`config.mk`:
```
export PLATFORM = sky130hd
export DESIGN_NAME = alu_multibyte_seq
export DESIGN_NICKNAME = d
export VERILOG_FILES = /design/src/rtl/alu_multibyte_seq.sv
export SDC_FILE = /design/constraint.sdc
export NUM_CORES = 1
export LEC_CHECK = 0
export CAP_MARGIN = 40
export CORE_MARGIN = 1
export CORE_UTILIZATION = 40
export CTS_CLUSTER_DIAMETER = 200
export DETAILED_ROUTE_END_ITERATION = 6
export HOLD_SLACK_MARGIN = 0.03
export PLACE_DENSITY_LB_ADDON = 0.3
export SYNTH_ARGS = -nofsm -noshare
export SYNTH_HDL_FRONTEND = slang
export SYNTH_SLANG_ARGS = --single-unit
```
`constraint.sdc`:
```
create_clock -name i_clk -period 2.2 [get_ports i_clk]
set_clock_uncertainty 0.05 [all_clocks]
set_input_delay 0.44 -clock i_clk [delete_from_list [all_inputs] [get_ports i_clk]]
set_output_delay 0.44 -clock i_clk [all_outputs]
set_load 0.1 [all_outputs]
```
`src/rtl/alu_multibyte_seq.sv`:
```
// Byte-serial sequencer that runs NBYTES-wide operations through a shared 8-bit ALU.
// Carry/borrow/shift bits are chained between bytes, and the per-byte zero flags are ANDed together.
module alu_multibyte_seq #(
  parameter int unsigned NBYTES = 4
) (
  input  logic                  i_clk,
  input  logic                  i_rst_n,
  input  logic                  i_start,
  input  logic [2:0]            i_op,
  input  logic [8*NBYTES-1:0]   i_opa,
  input  logic [8*NBYTES-1:0]   i_opb,
  input  logic                  i_cin,
  output logic                  o_busy,
  output logic                  o_done,
  output logic [8*NBYTES-1:0]   o_result,
  output logic                  o_c,
  output logic                  o_z,
  output logic [7:0]            o_alu_a,
  output logic [7:0]            o_alu_b,
  output logic [3:0]            o_alu_sel,
  output logic                  o_alu_cin,
  input  logic [7:0]            i_alu_result,
  input  logic                  i_alu_c,
  input  logic                  i_alu_z
);

  localparam int unsigned IW       = (NBYTES > 1) ? $clog2(NBYTES) : 1;
  localparam logic [IW-1:0] LAST_IDX = IW'(NBYTES - 1);
  localparam logic [3:0]    SEL_IDLE = 4'b1110;

  typedef enum logic [2:0] {
    OP_ADD = 3'b000,
    OP_SUB = 3'b001,
    OP_AND = 3'b010,
    OP_OR  = 3'b011,
    OP_XOR = 3'b100,
    OP_LSL = 3'b101,
    OP_LSR = 3'b110,
    OP_CMP = 3'b111
  } op_e;

  typedef enum logic {S_IDLE, S_RUN} state_e;

  state_e                   r_state;
  op_e                      r_op;
  logic [NBYTES-1:0][7:0]   r_opa;
  logic [NBYTES-1:0][7:0]   r_opb;
  logic [NBYTES-1:0][7:0]   r_work;
  logic [IW-1:0]            r_idx;
  logic                     r_carry;
  logic                     r_zacc;
  logic                     r_busy;
  logic                     r_done;
  logic [8*NBYTES-1:0]      r_result;
  logic                     r_c;
  logic                     r_z;
  logic [7:0]               r_alu_a;
  logic [7:0]               r_alu_b;
  logic [3:0]               r_alu_sel;

  logic [NBYTES-1:0][7:0]   w_opa;
  logic [NBYTES-1:0][7:0]   w_opb;
  logic [NBYTES-1:0][7:0]   w_work;
  op_e                      w_op;
  logic                     w_lsr;
  logic                     w_last;
  logic [IW-1:0]            w_idx_next;
  logic [IW-1:0]            w_start_idx;

  function automatic logic [3:0] sel_of(input op_e op);
    case (op)
      OP_ADD:         sel_of = 4'b0001;
      OP_SUB, OP_CMP: sel_of = 4'b0011;
      OP_AND:         sel_of = 4'b0101;
      OP_OR:          sel_of = 4'b0110;
      OP_XOR:         sel_of = 4'b0111;
      OP_LSL:         sel_of = 4'b1001;
      OP_LSR:         sel_of = 4'b1010;
      default:        sel_of = SEL_IDLE;
    endcase
  endfunction

  assign w_opa       = i_opa;
  assign w_opb       = i_opb;
  assign w_op        = op_e'(i_op);
  assign w_start_idx = (w_op == OP_LSR) ? LAST_IDX : '0;
  assign w_lsr       = (r_op == OP_LSR);
  assign w_last      = w_lsr ? (r_idx == '0) : (r_idx == LAST_IDX);
  assign w_idx_next  = w_lsr ? (r_idx - IW'(1)) : (r_idx + IW'(1));

  // Working result with the byte currently on the ALU merged in
  always_comb begin
    w_work        = r_work;
    w_work[r_idx] = i_alu_result;
  end

  // ALU drive is registered one step ahead so the byte for index k is stable for its whole cycle
  always_ff @(posedge i_clk or negedge i_rst_n) begin
    if (!i_rst_n) begin
      r_state   <= S_IDLE;
      r_op      <= OP_ADD;
      r_opa     <= '0;
      r_opb     <= '0;
      r_work    <= '0;
      r_idx     <= '0;
      r_carry   <= 1'b0;
      r_zacc    <= 1'b0;
      r_busy    <= 1'b0;
      r_done    <= 1'b0;
      r_result  <= '0;
      r_c       <= 1'b0;
      r_z       <= 1'b0;
      r_alu_a   <= '0;
      r_alu_b   <= '0;
      r_alu_sel <= SEL_IDLE;
    end else begin
      r_done <= 1'b0;
      case (r_state)
        S_IDLE: begin
          if (i_start) begin
            r_state   <= S_RUN;
            r_op      <= w_op;
            r_opa     <= w_opa;
            r_opb     <= w_opb;
            r_work    <= '0;
            r_idx     <= w_start_idx;
            r_carry   <= i_cin;
            r_zacc    <= 1'b1;
            r_busy    <= 1'b1;
            r_alu_a   <= w_opa[w_start_idx];
            r_alu_b   <= w_opb[w_start_idx];
            r_alu_sel <= sel_of(w_op);
          end
        end
        S_RUN: begin
          if (w_last) begin
            r_state   <= S_IDLE;
            r_busy    <= 1'b0;
            r_done    <= 1'b1;
            r_c       <= i_alu_c;
            r_z       <= r_zacc & i_alu_z;
            r_carry   <= 1'b0;
            r_idx     <= '0;
            r_alu_a   <= '0;
            r_alu_b   <= '0;
            r_alu_sel <= SEL_IDLE;
            // CMP only reports flags; the previous wide result is kept
            if (r_op != OP_CMP) begin
              r_result <= w_work;
            end
          end else begin
            r_work  <= w_work;
            r_carry <= i_alu_c;
            r_zacc  <= r_zacc & i_alu_z;
            r_idx   <= w_idx_next;
            r_alu_a <= r_opa[w_idx_next];
            r_alu_b <= r_opb[w_idx_next];
          end
        end
        default: r_state <= S_IDLE;
      endcase
    end
  end

  assign o_busy    = r_busy;
  assign o_done    = r_done;
  assign o_result  = r_result;
  assign o_c       = r_c;
  assign o_z       = r_z;
  assign o_alu_a   = r_alu_a;
  assign o_alu_b   = r_alu_b;
  assign o_alu_sel = r_alu_sel;
  assign o_alu_cin = r_carry;

endmodule
```
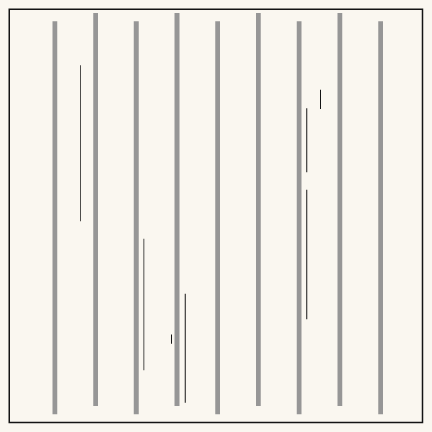
**Above:** signal wires on met4.
Drawn at 3 px/µm. Supply wires on this layer in grey.
nets with wire on the layer: 4
main direction: vertical

==> reports/summary.txt <==
Via density - 5.06
Clock-pin slew on the worst setup and hold paths - 60 ps
Post-DRT Antenna Nets - 0
Worst Path Max Fanout - 17
Synth warnings - 0
Chip area - 18,800 µm²
CTS tree - built
RSZ-0062 raised after global routing - no
Detailed-placement wirelength estimate - 12.1 mm
Crit start category - register
IO Port Bufs - 137
Placed cell area - 8980 µm²
Flip-flops with a built-in enable - 0
Logic pwr share - 52.4%
CTS Buffer Depth - 2
Min Tclk post-route - 1990 ps
DR iter-0 viols - 337
Post-cts resize count - 0
Min Hold Slack - 421 ps
Yosys cell count - 731
Worst EP required - 2430 ps
First-pass GRT wire length - 28.8 mm
Power per standard cell area - 1720 nW/µm²
Die Y - 137 µm
TNS Setup - 0 ps
Fp util - 40.7%
Pre-antenna DRT Iters - 7
CTS Sinks - 160
Most used logic cell in the final layout - nand2_1
Detailed-route via count - 5,635
Slew Limit Fails - 0
# IOs - 138
CP Class - reg -> reg
Post-CTS setup repair buffer count - 0
Mapped Area - 7320 µm²
Max Fclk - 503 MHz
Top delay family on crit path - simple AND/OR/NAND/NOR gates
Dominant Register Cell - dfrtp_1
Final Instance Area - 9560 µm²
Max_cap viols - 0
Distinct lib cells used - 42
CP arrival - 2210 ps
OpenROAD warnings - 30
Worst-skew pair later-pin latency - 420 ps
Final setup fails - 0
CP max stage delay - 560 ps
Final cell utilization of the core - 53.2%
Sequential power share - 30.8%
Internal power - 8.67 mW
Initial antenna violation count - 0
Buf/Inv on CP - 1
Worst-path cell chain - or2_1, buf_4, or3_1, nand3_1, o21ai_1
Placer Congestion - 0.789
Gr ovfl total - 0
Pleak - 4.65 nW
Final WL - 17.6 mm
Final #Nets - 958
Share of cells above drive strength 1 - 15.6%
Max_slew headroom - 64.8%
Cell count after synthesis - 731
Syn_area_per_cell - 10.0 µm²
Sequential share of the synthesized area - 54.8%
CP endpoint kind - register
Clock power frac - 16.8%
Vias in the first global route - 5,623
Register area - 4010 µm²
Slowest cell on crit path - or3_1
Net Sw Frac - 47.2%
Failing checks - design-rule violations
Residual DRC - 2
Final hold vios - 0
Die X - 137 µm
Antenna diode instance count - 0
Cts hold-fix bufs - 1
Sw power - 7.75 mW
FILL cells - 1,634
CTS Buf Count - 17
H-tree Lvls - 4
Synth flops - 160
Chip Area, Yosys - 7320 µm²
FFs w/ async S/R, synth - 100%
Clock root cell - clkbuf_16
Min-delay worst type - reg -> reg
Row Count - 49
Core area - 18,000 µm²
Final period util - 90.3%
Actual slew at the worst max-slew pin - 528 ps
Nets at Floorplan - 817
Largest net degree at the start of global routing - 56
Comb gate area - 3020 µm²
Area growth from synthesis to layout - 30.7%
Maximum VDD drop - 1.24 mV
Top Layout Cells - 286 x nand2_1, 157 x dfrtp_1, 79 x clkdlybuf4s50_1, 78 x buf_4, 43 x o21ai_0
Run status - complete, but fails checks
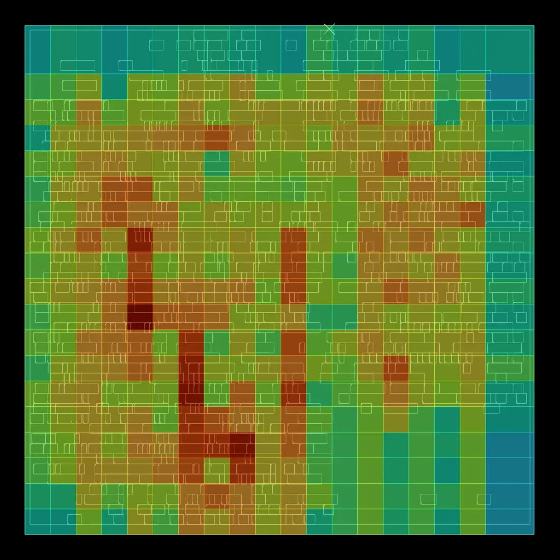
**Above:** track usage over the die.
gr usage total: 20.2%
M3 GR Usage: 4.30%
WL per Instance: 15.8 µm
busiest metal layer after global routing: met2

-- power groups by stage --
stage / clock network [mW] / registers [mW] / logic [mW]
2_1_floorplan: 0 / 8.10 / 3.35
3_3_place_gp: 0 / 5.06 / 8.30
3_5_place_dp: 0 / 5.09 / 8.57
4_1_cts: 2.83 / 5.06 / 8.55
5_1_grt: 2.94 / 5.21 / 9.21
6_report: 2.76 / 5.06 / 8.60
-- cell type report --
| cell class | instances | share of cell area, % |
|---|---|---|
| tap | 229 | 3.00 |
| clock inverter | 11 | 0.982 |
| clock buffer | 21 | 4.71 |
| sequential | 160 | 41.9 |
| inverter | 13 | 0.510 |
| multi-input combinational | 508 | 31.6 |
| timing repair buffer | 172 | 17.2 |
-- layer usage --
layer | wire [µm] | global-route usage [%]
met1 | 7780 | 26.8
met2 | 8710 | 33.0
met4 | 204 | 6.65
met5 | 0 | 0
met3 | 914 | 4.30
-- worst register-to-register path: cells and delay by family (launching register included) --
family,cells,cell delay [ps]
compound gates,1,80
flops,1,480
buf+inv,1,200
simple gates,3,1030
-- logic make-up (layout without fill, tap and decap cells) --
family,count (synthesis),in the layout,share of synthesized area (%)
muxes,54,54,11.5
AOI/OAI and AO/OA,117,117,9.87
DFF,160,160,54.8
xor gates and xnor gates,2,2,0.752
buffers and inverters,63,217,4.12
and+or+nand+nor,330,330,18.2
adders and majority gates,5,5,0.855
-- cells in the mapped netlist (2+ instances only) --
cell type / count / share of area [%]
inv_1: 12 / 0.62
nand3_1: 24 / 1.6
o21ai_1: 26 / 1.8
ha_1: 5 / 0.86
mux2_1: 32 / 4.9
buf_6: 6 / 0.92
nor2_2: 2 / 0.17
clkbuf_1: 23 / 1.2
a21oi_1: 21 / 1.4
a221o_1: 16 / 2.2
buf_1: 7 / 0.36
mux4_1: 15 / 5.4
dfstp_2: 3 / 1.1
xnor2_4: 2 / 0.75
o22a_1: 2 / 0.24
nand2b_1: 2 / 0.17
dfrtp_1: 157 / 54
or2_1: 3 / 0.26
buf_2: 13 / 0.89
nand2_1: 287 / 15
mux2i_1: 5 / 0.68
o21ai_0: 43 / 2.9
nor2_1: 5 / 0.26
o2bb2ai_1: 2 / 0.24
-- state kept, by name, summed over array words and instances, names as in the netlist --
register / count
o_alu_sel: 4
o_done: 1
o_c: 1
r_zacc: 1
o_z: 1
r_state: 1
o_result: 32
o_alu_a: 8
r_op: 3
o_busy: 1
r_opa: 32
o_alu_cin: 1
r_work: 32
r_opb: 32
r_idx: 2
o_alu_b: 8
-- through the flow --
step | total power [mW] | worst slack, ps | cells
2_1_floorplan | 11.4 | 350 | 731
5_1_grt | 17.4 | 69.4 | 1114
3_5_place_dp | 13.7 | -9.41 | 1079
3_3_place_gp | 13.4 | -36.6 | 1076
4_1_cts | 16.4 | 7.30 | 1112
6_report | 16.4 | 213 | 1114
-- worst paths after layout --
path	depth (start not counted)	to	slack [ps]	from
max in group asynchronous	3	r_work[7]	1010	i_rst_n
hold / removal	2	r_opb[29]	420	r_opb[29]
setup / recovery	5	r_work[5]	210	r_idx[0]
setup reg to reg	5	r_work[5]	210	r_idx[0]
hold reg to reg	2	r_opb[29]	420	r_opb[29]
min in group asynchronous	2	o_done	470	i_rst_n
Power and IR drop assume default switching activity.
